**Run 1: routed metal, one color a layer**

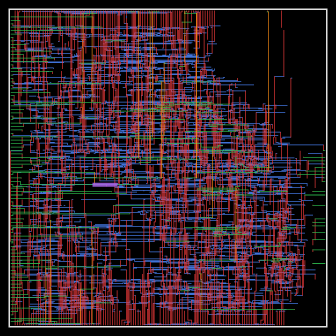
**Run 1: cell density map**

13 x 13 tiles, from white (low) to dark blue (high), 0 to 100% covered.
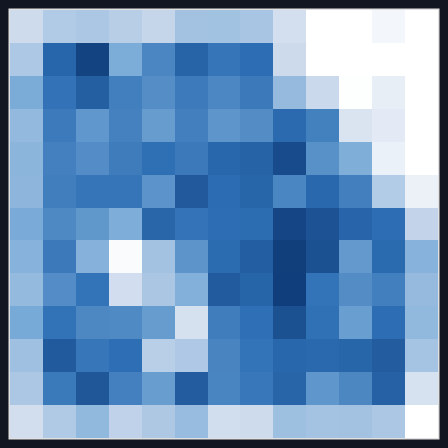
**Run 1: track usage over the die**

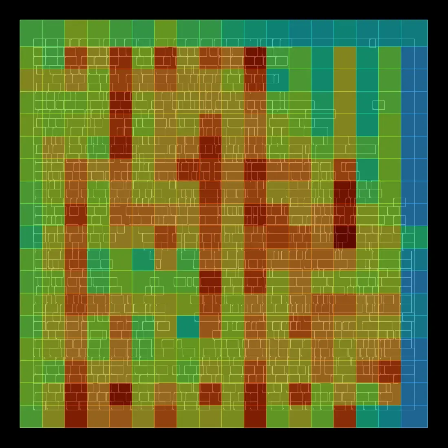
**Run 1: met2 routing**

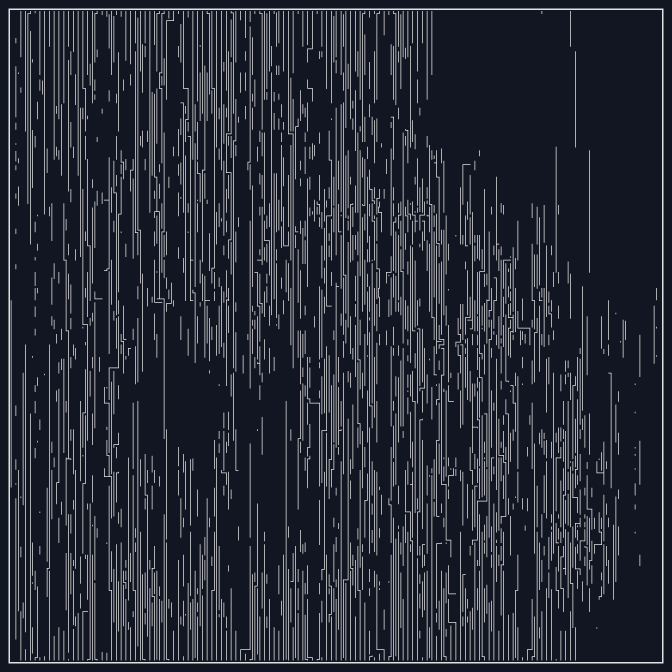
===== src/rtl/if_fetch_ctrl.sv =====
// -----------------------------------------------------------------------------
// if_fetch_ctrl
//
// Sequencer for the instruction-fetch (IF) stage. It owns the IF stage's
// newPC / WE / W_Ins inputs. The single IMEM write port is shared between
// two users: a host loader stream, and normal fetch.
//
//   LOAD : loader words are written into IMEM, starting at word address 0.
//   RUN  : the PC advances every cycle. Stall and branch requests are
//          honoured. RUN ends when the HALT opcode is fetched.
//
// Parameters
//   IMEM_WORDS  IMEM depth in 32-bit words; a load that reaches the last word
//               without ld_last is flagged as an overflow (load_err)
//   RESET_PC    first fetch address after start
//   HALT_INS    opcode that ends RUN once it has been delivered
//
// Ports
//   CLK        in   1   clock, all state on rising edge
//   RST        in   1   asynchronous active-low reset
//   ld_valid   in   1   loader word valid
//   ld_ready   out  1   loader word accepted when ld_valid & ld_ready
//   ld_data    in   32  instruction word to write
//   ld_last    in   1   marks the final word of a load
//   start      in   1   pulse: begin fetching at RESET_PC
//   stall      in   1   downstream hold; the current PC is repeated
//   br_taken   in   1   redirect request
//   br_target  in   32  redirect address (forced to word alignment)
//   if_newPC   out  32  write address in LOAD, next PC in RUN
//   if_WE      out  1   IMEM write enable
//   if_W_Ins   out  32  IMEM write data
//   if_PC      in   32  current PC from IF
//   if_nextPC  in   32  PC+4 from IF
//   if_Ins     in   32  instruction at if_PC
//   ins_valid  out  1   ins_out/pc_out carry a real fetched instruction
//   ins_out    out  32  fetched instruction
//   pc_out     out  32  PC of the fetched instruction
//   busy       out  1   in LOAD, ARM or RUN
//   halted     out  1   in HALT
//   load_err   out  1   sticky load-overflow flag; cleared only by reset
//   fetch_cnt  out  16  instructions delivered since start, saturating
// -----------------------------------------------------------------------------
module if_fetch_ctrl #(
  parameter int unsigned IMEM_WORDS = 256,
  parameter logic [31:0] RESET_PC   = 32'h0000_0000,
  parameter logic [31:0] HALT_INS   = 32'h0000_000C
) (
  input  logic        CLK,
  input  logic        RST,
  input  logic        ld_valid,
  output logic        ld_ready,
  input  logic [31:0] ld_data,
  input  logic        ld_last,
  input  logic        start,
  input  logic        stall,
  input  logic        br_taken,
  input  logic [31:0] br_target,
  output logic [31:0] if_newPC,
  output logic        if_WE,
  output logic [31:0] if_W_Ins,
  input  logic [31:0] if_PC,
  input  logic [31:0] if_nextPC,
  input  logic [31:0] if_Ins,
  output logic        ins_valid,
  output logic [31:0] ins_out,
  output logic [31:0] pc_out,
  output logic        busy,
  output logic        halted,
  output logic        load_err,
  output logic [15:0] fetch_cnt
);

  typedef enum logic [2:0] {
    S_IDLE,
    S_LOAD,
    S_ARM,
    S_RUN,
    S_HALT
  } state_t;

  // Byte address of the last IMEM word. A non-final word written here
  // means the program does not fit.
  localparam logic [31:0] LAST_ADDR = 32'((IMEM_WORDS - 1) * 4);

  state_t      state_q, state_d;
  logic [31:0] wr_addr_q, wr_addr_d;
  logic [15:0] fetch_cnt_q, fetch_cnt_d;
  logic        load_err_q, load_err_d;

  logic        loadable;
  logic        accept;
  logic [31:0] addr;

  // ---------------------------------------------------------------------------
  // State register
  // ---------------------------------------------------------------------------
  // NOTE: state is updated with non-blocking assignments only. All flops then
  // sample the same pre-edge values, whatever order the blocks run in.
  // The IMEM array is inside the IF stage, not here. Reset clears only these
  // control flops, so a loaded program survives a reset.
  always_ff @(posedge CLK or negedge RST) begin
    if (!RST) begin
      state_q     <= S_IDLE;
      wr_addr_q   <= '0;
      fetch_cnt_q <= '0;
      load_err_q  <= 1'b0;
    end else begin
      state_q     <= state_d;
      wr_addr_q   <= wr_addr_d;
      fetch_cnt_q <= fetch_cnt_d;
      load_err_q  <= load_err_d;
    end
  end

  // ---------------------------------------------------------------------------
  // Next state and outputs
  // ---------------------------------------------------------------------------
  // NOTE: every signal driven here gets a default value first. Any path that
  // does not assign a signal again still gives it a value, so no latch is
  // inferred.
  always_comb begin
    state_d     = state_q;
    wr_addr_d   = wr_addr_q;
    fetch_cnt_d = fetch_cnt_q;
    load_err_d  = load_err_q;

    if_newPC    = RESET_PC;
    if_WE       = 1'b0;
    if_W_Ins    = '0;
    ins_valid   = 1'b0;
    ins_out     = '0;
    pc_out      = '0;

    // The loader is only served when the port is not in use for fetch and
    // no overflow has been recorded. The RST term keeps ld_ready low while
    // reset is asserted, even though the state already reads IDLE then.
    loadable = RST && !load_err_q &&
               (state_q == S_IDLE || state_q == S_LOAD || state_q == S_HALT);
    ld_ready = loadable;
    accept   = ld_valid && loadable;

    // A load that begins in IDLE or HALT always restarts at address 0.
    addr = (state_q == S_LOAD) ? wr_addr_q : 32'h0;

    if (accept) begin
      // A word accept takes priority over start in IDLE and HALT.
      if_WE     = 1'b1;
      if_W_Ins  = ld_data;
      if_newPC  = addr;
      wr_addr_d = addr + 32'd4;
      if (ld_last) begin
        state_d = S_IDLE;
      end else if (addr == LAST_ADDR) begin
        // The word is still written. The overflow then stops further loads
        // and runs until reset.
        load_err_d = 1'b1;
        state_d    = S_IDLE;
      end else begin
        state_d = S_LOAD;
      end
    end else begin
      case (state_q)
        S_IDLE: begin
          if (start && !load_err_q) state_d = S_ARM;
        end

        S_LOAD: begin
          // Between loader beats, keep presenting the next write address.
          if_newPC = wr_addr_q;
        end

        S_ARM: begin
          // IF latches RESET_PC this cycle, so RUN starts with if_PC = RESET_PC.
          fetch_cnt_d = '0;
          state_d     = S_RUN;
        end

        S_RUN: begin
          ins_valid = !stall;
          ins_out   = if_Ins;
          pc_out    = if_PC;

          if (br_taken) begin
            if_newPC = {br_target[31:2], 2'b00};
          end else if (stall) begin
            if_newPC = if_PC;
          end else begin
            if_newPC = if_nextPC;
          end

          if (!stall) begin
            if (fetch_cnt_q != 16'hFFFF) fetch_cnt_d = fetch_cnt_q + 16'd1;
            // The halt word is delivered before the sequencer stops. A
            // concurrent redirect means the word was not on the taken path,
            // so it is ignored.
            if (!br_taken && (if_Ins == HALT_INS)) state_d = S_HALT;
          end
        end

        S_HALT: begin
          if_newPC = if_PC;
          if (start && !load_err_q) state_d = S_ARM;
        end

        default: begin
          state_d = S_IDLE;
        end
      endcase
    end
  end

  assign busy      = (state_q == S_LOAD) || (state_q == S_ARM) || (state_q == S_RUN);
  assign halted    = (state_q == S_HALT);
  assign load_err  = load_err_q;
  assign fetch_cnt = fetch_cnt_q;

endmodule


===== config.mk =====
export PLATFORM = sky130hd
export DESIGN_NAME = if_fetch_ctrl
export DESIGN_NICKNAME = d
export VERILOG_FILES = /design/src/rtl/if_fetch_ctrl.sv
export SDC_FILE = /design/constraint.sdc
export NUM_CORES = 1
export LEC_CHECK = 0
export CAP_MARGIN = 10
export CORE_MARGIN = 4
export CORE_UTILIZATION = 35
export CTS_CLUSTER_DIAMETER = 100
export DETAILED_ROUTE_END_ITERATION = 16
export PLACE_DENSITY = 0.78
export SLEW_MARGIN = 0
export SYNTH_ARGS = -nofsm -noshare
export SYNTH_HDL_FRONTEND = slang
export SYNTH_SLANG_ARGS = --single-unit

===== constraint.sdc =====
create_clock -name CLK -period 3.06 [get_ports CLK]
set_clock_uncertainty 0.2 [all_clocks]
set_input_delay 0.459 -clock CLK [delete_from_list [all_inputs] [get_ports CLK]]
set_output_delay 0.459 -clock CLK [all_outputs]
set_load 0.01 [all_outputs]

==> impl_metrics.ini, run 1 <==
; synthesis and place-and-route metrics
[sta]
max_freq_ghz = 0.333
setup-tns-final_ns = 0
finalHoldWorstSlack_ns = 0.286
final_hold_viol_count = 0

[final_layout]
clockNetworkAreaShare = 0.0208
inverters = 7
layout-area-overhead-vs-synth_pct = 77.2
layout_top_cells = 308 x sky130_fd_sc_hd__clkdlybuf4s50_1, 106 x sky130_fd_sc_hd__nand2_1, 73 x sky130_fd_sc_hd__and3_1

[critical_path]
worstSetupStartpoint = state_q[2]$_DFFE_PN0P_
cpPeakStageDelay_ns = 0.59
endpoint = if_newPC[16]
r2r_end = wr_addr_q[30]$_DFFE_PN0N_
critical_path.max_fanout = 27

[floorplanning]
well_tap_count = 176
die_h_um = 125

[synthesis]
synth-edff-count = 0
synth_area_per_cell_um2 = 7.40
synth-xor-area-share = 0.0399
ys_top_logic_family = simple AND/OR/NAND/NOR gates
yosys.area_share.aoi = 0.174
async_reset_ff_frac = 1.00
synthMostInstantiatedCell = sky130_fd_sc_hd__nand2_1

[clock_tree]
holdBufCountCts = 1
cts_tree = done
clk_root_buffer_cell = sky130_fd_sc_hd__clkbuf_16

[drt]
initialDrtViolationCount = 467
drt.antenna.violating_nets = 0

[power]
largestPowerGroup = combinational logic
power.share.clock = 0.295
power_report.internal_total_w = 0.00163
power.combinational.fraction = 0.359

[run_status]
result_of_the_run = finished, final reports clean

[place]
io_buffer_count = 314

[global_routing]
gr-total-overflow = 0
grt_max_degree = 63
## Picture notes: 'routed metal, one color a layer'
Red shows met2, wire length 11000 um. Purple shows met5, wire length 8.30 um. Blue shows met1, wire length 9560 um. Green shows met3, wire length 1990 um. Orange shows met4, wire length 648 um.
total vias in the final route: 6170
total length of routed wires: 23200 um
overall fraction of global-route tracks in use: 0.278
Routed WL per cell: 20.5 um

## Picture notes: 'cell density map'
7.1% of the tiles are nearly empty. The densest ninth of the die: center. The fullest tile reaches 94%.
total core area: 13400 um^2
Layout Utilization: 0.639
initial cell density of the core: 0.361

## Picture notes: 'track usage over the die'
met1 Usage GRT: 0.358
global-route layer with the greatest usage: met2
Global Route met2 Usage: 0.456

## Picture notes: 'met2 routing'
The longest straight run is 55.2 um. The wires run mostly vertical. 921 nets have wire on it. The layer holds 47% of the routed length.

**Run 1: selected gate families**

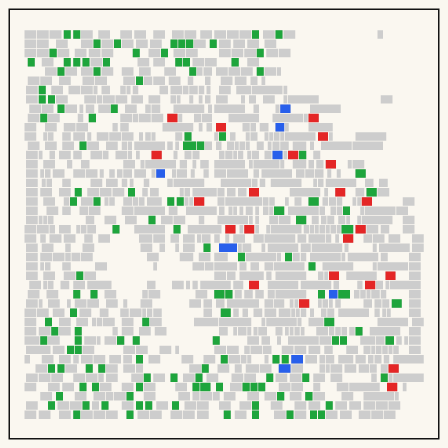

==> run 1 -> run 2 <==
--- a/config.mk
+++ b/config.mk
@@ -10,7 +10,7 @@
 export CORE_UTILIZATION = 35
 export CTS_CLUSTER_DIAMETER = 100
 export DETAILED_ROUTE_END_ITERATION = 16
-export PLACE_DENSITY = 0.78
+export DONT_BUFFER_PORTS = 1
 export SLEW_MARGIN = 0
 export SYNTH_ARGS = -nofsm -noshare
 export SYNTH_HDL_FRONTEND = slang
**Run 2: selected gate families**

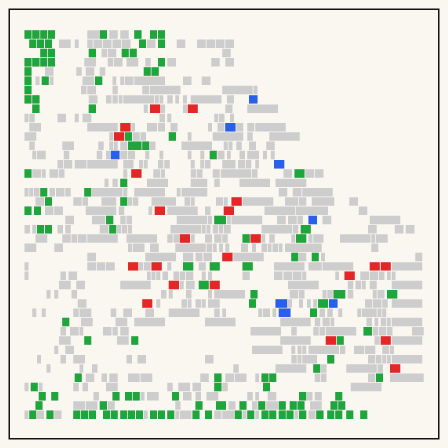
Red shows XOR/XNOR gates, cells 22, most used xnor2_1. Blue shows AND-OR and OR-AND gates, cells 8, most used a21o_1. Green shows AND and OR gates, cells 129, most used and3_1, where all over the die.
Layout Cells excl Fill: 832
top logic cell by instance count in the layout: sky130_fd_sc_hd__nand2_1
combinational fraction of the cell area: 0.610

==> impl_metrics.ini, run 2 <==
; synthesis and place-and-route metrics
[final_layout]
utilization = 0.405
clockNetworkAreaShare = 0.0327
layout-area-overhead-vs-synth_pct = 12.3

[synthesis]
synthMostInstantiatedCell = sky130_fd_sc_hd__nand2_1
yosys.area_share.aoi = 0.174

[sta]
final_hold_viol_count = 0
setup-tns-final_ns = 0
finalHoldWorstSlack_ns = 0.0590
max_freq_ghz = 0.339

[drt]
routed_wirelength_um = 22000
initialDrtViolationCount = 479
drt.antenna.violating_nets = 0
detail_route.wl_per_cell_um = 26.5

[critical_path]
critical_path.max_fanout = 21
endpoint = if_newPC[24]

[clock_tree]
holdBufCountCts = 2

[power]
power.share.clock = 0.369
power.combinational.fraction = 0.196
largestPowerGroup = sequential cells

[run_status]
result_of_the_run = finished, final reports clean

[floorplanning]
die_h_um = 125
well_tap_count = 176
initial_cell_density_of_the_core = 0.361
coreArea_um2 = 13400

[global_routing]
grt_max_degree = 63
gr-total-overflow = 0
grt_busiest_layer = met2
**Run 2: cell density map**

13 x 13 tiles, from white (low) to dark blue (high), 0 to 100% covered.
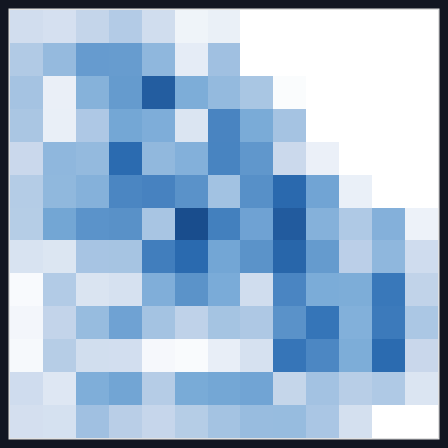

==> run 2 -> run 3 <==
--- a/config.mk
+++ b/config.mk
@@ -6,10 +6,10 @@
 export NUM_CORES = 1
 export LEC_CHECK = 0
 export CAP_MARGIN = 10
-export CORE_MARGIN = 4
-export CORE_UTILIZATION = 35
+export CORE_AREA = 2 2 125 127
 export CTS_CLUSTER_DIAMETER = 100
 export DETAILED_ROUTE_END_ITERATION = 16
+export DIE_AREA = 0 0 127 129
 export DONT_BUFFER_PORTS = 1
 export SLEW_MARGIN = 0
 export SYNTH_ARGS = -nofsm -noshare
**Run 3: cell density map**

13 x 13 tiles, from white (low) to dark blue (high), 0 to 100% covered.
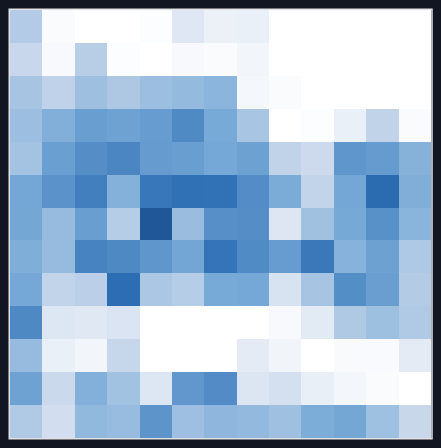
Layout Utilization: 0.364
initial cell density of the core: 0.323

==> impl_metrics.ini, run 3 <==
; synthesis and place-and-route metrics
[sta]
min_period_over_period = 0.948
final_hold_viol_count = 0
max_freq_ghz = 0.345
setup-tns-final_ns = 0
finalHoldWorstSlack_ns = 0.0519

[drt]
routed_wirelength_um = 20800
initialDrtViolationCount = 364
drt.antenna.violating_nets = 0
detail_route.wl_per_cell_um = 24.6

[critical_path]
worstPathBufferInverterCount = 3
critical_path.max_fanout = 33
worst_ep_arrival_time_ns = 2.24
worstSetupStartpoint = state_q[0]$_DFFE_PN0P_
endpoint = if_newPC[3]
r2r_end = state_q[0]$_DFFE_PN0P_

[final_layout]
max_flop_register = wr_addr_q
comb_area_frac = 0.606
design_area_um2 = 5460
clockNetworkAreaShare = 0.0335
area_used_by_sequential_logic_in_the_layout_um2 = 1300
final_cell_count_no_fill = 845

[floorplanning]
well_tap_count = 188
die_h_um = 129
coreArea_um2 = 15000

[synthesis]
yosys.area_share.aoi = 0.174
synth_sequential_area_ratio = 0.269
synthMostInstantiatedCell = sky130_fd_sc_hd__nand2_1

[power]
power.combinational.fraction = 0.198
power.share.clock = 0.371
largestPowerGroup = sequential cells
p_per_area_nw_per_um2 = 345
powerSeq_w = 0.000811

[global_routing]
grt_busiest_layer = met2
grt_max_degree = 63
gr-total-overflow = 0
gr_util_met3 = 0.0665

[clock_tree]
holdBufCountCts = 2

[run_status]
result_of_the_run = finished, final reports clean
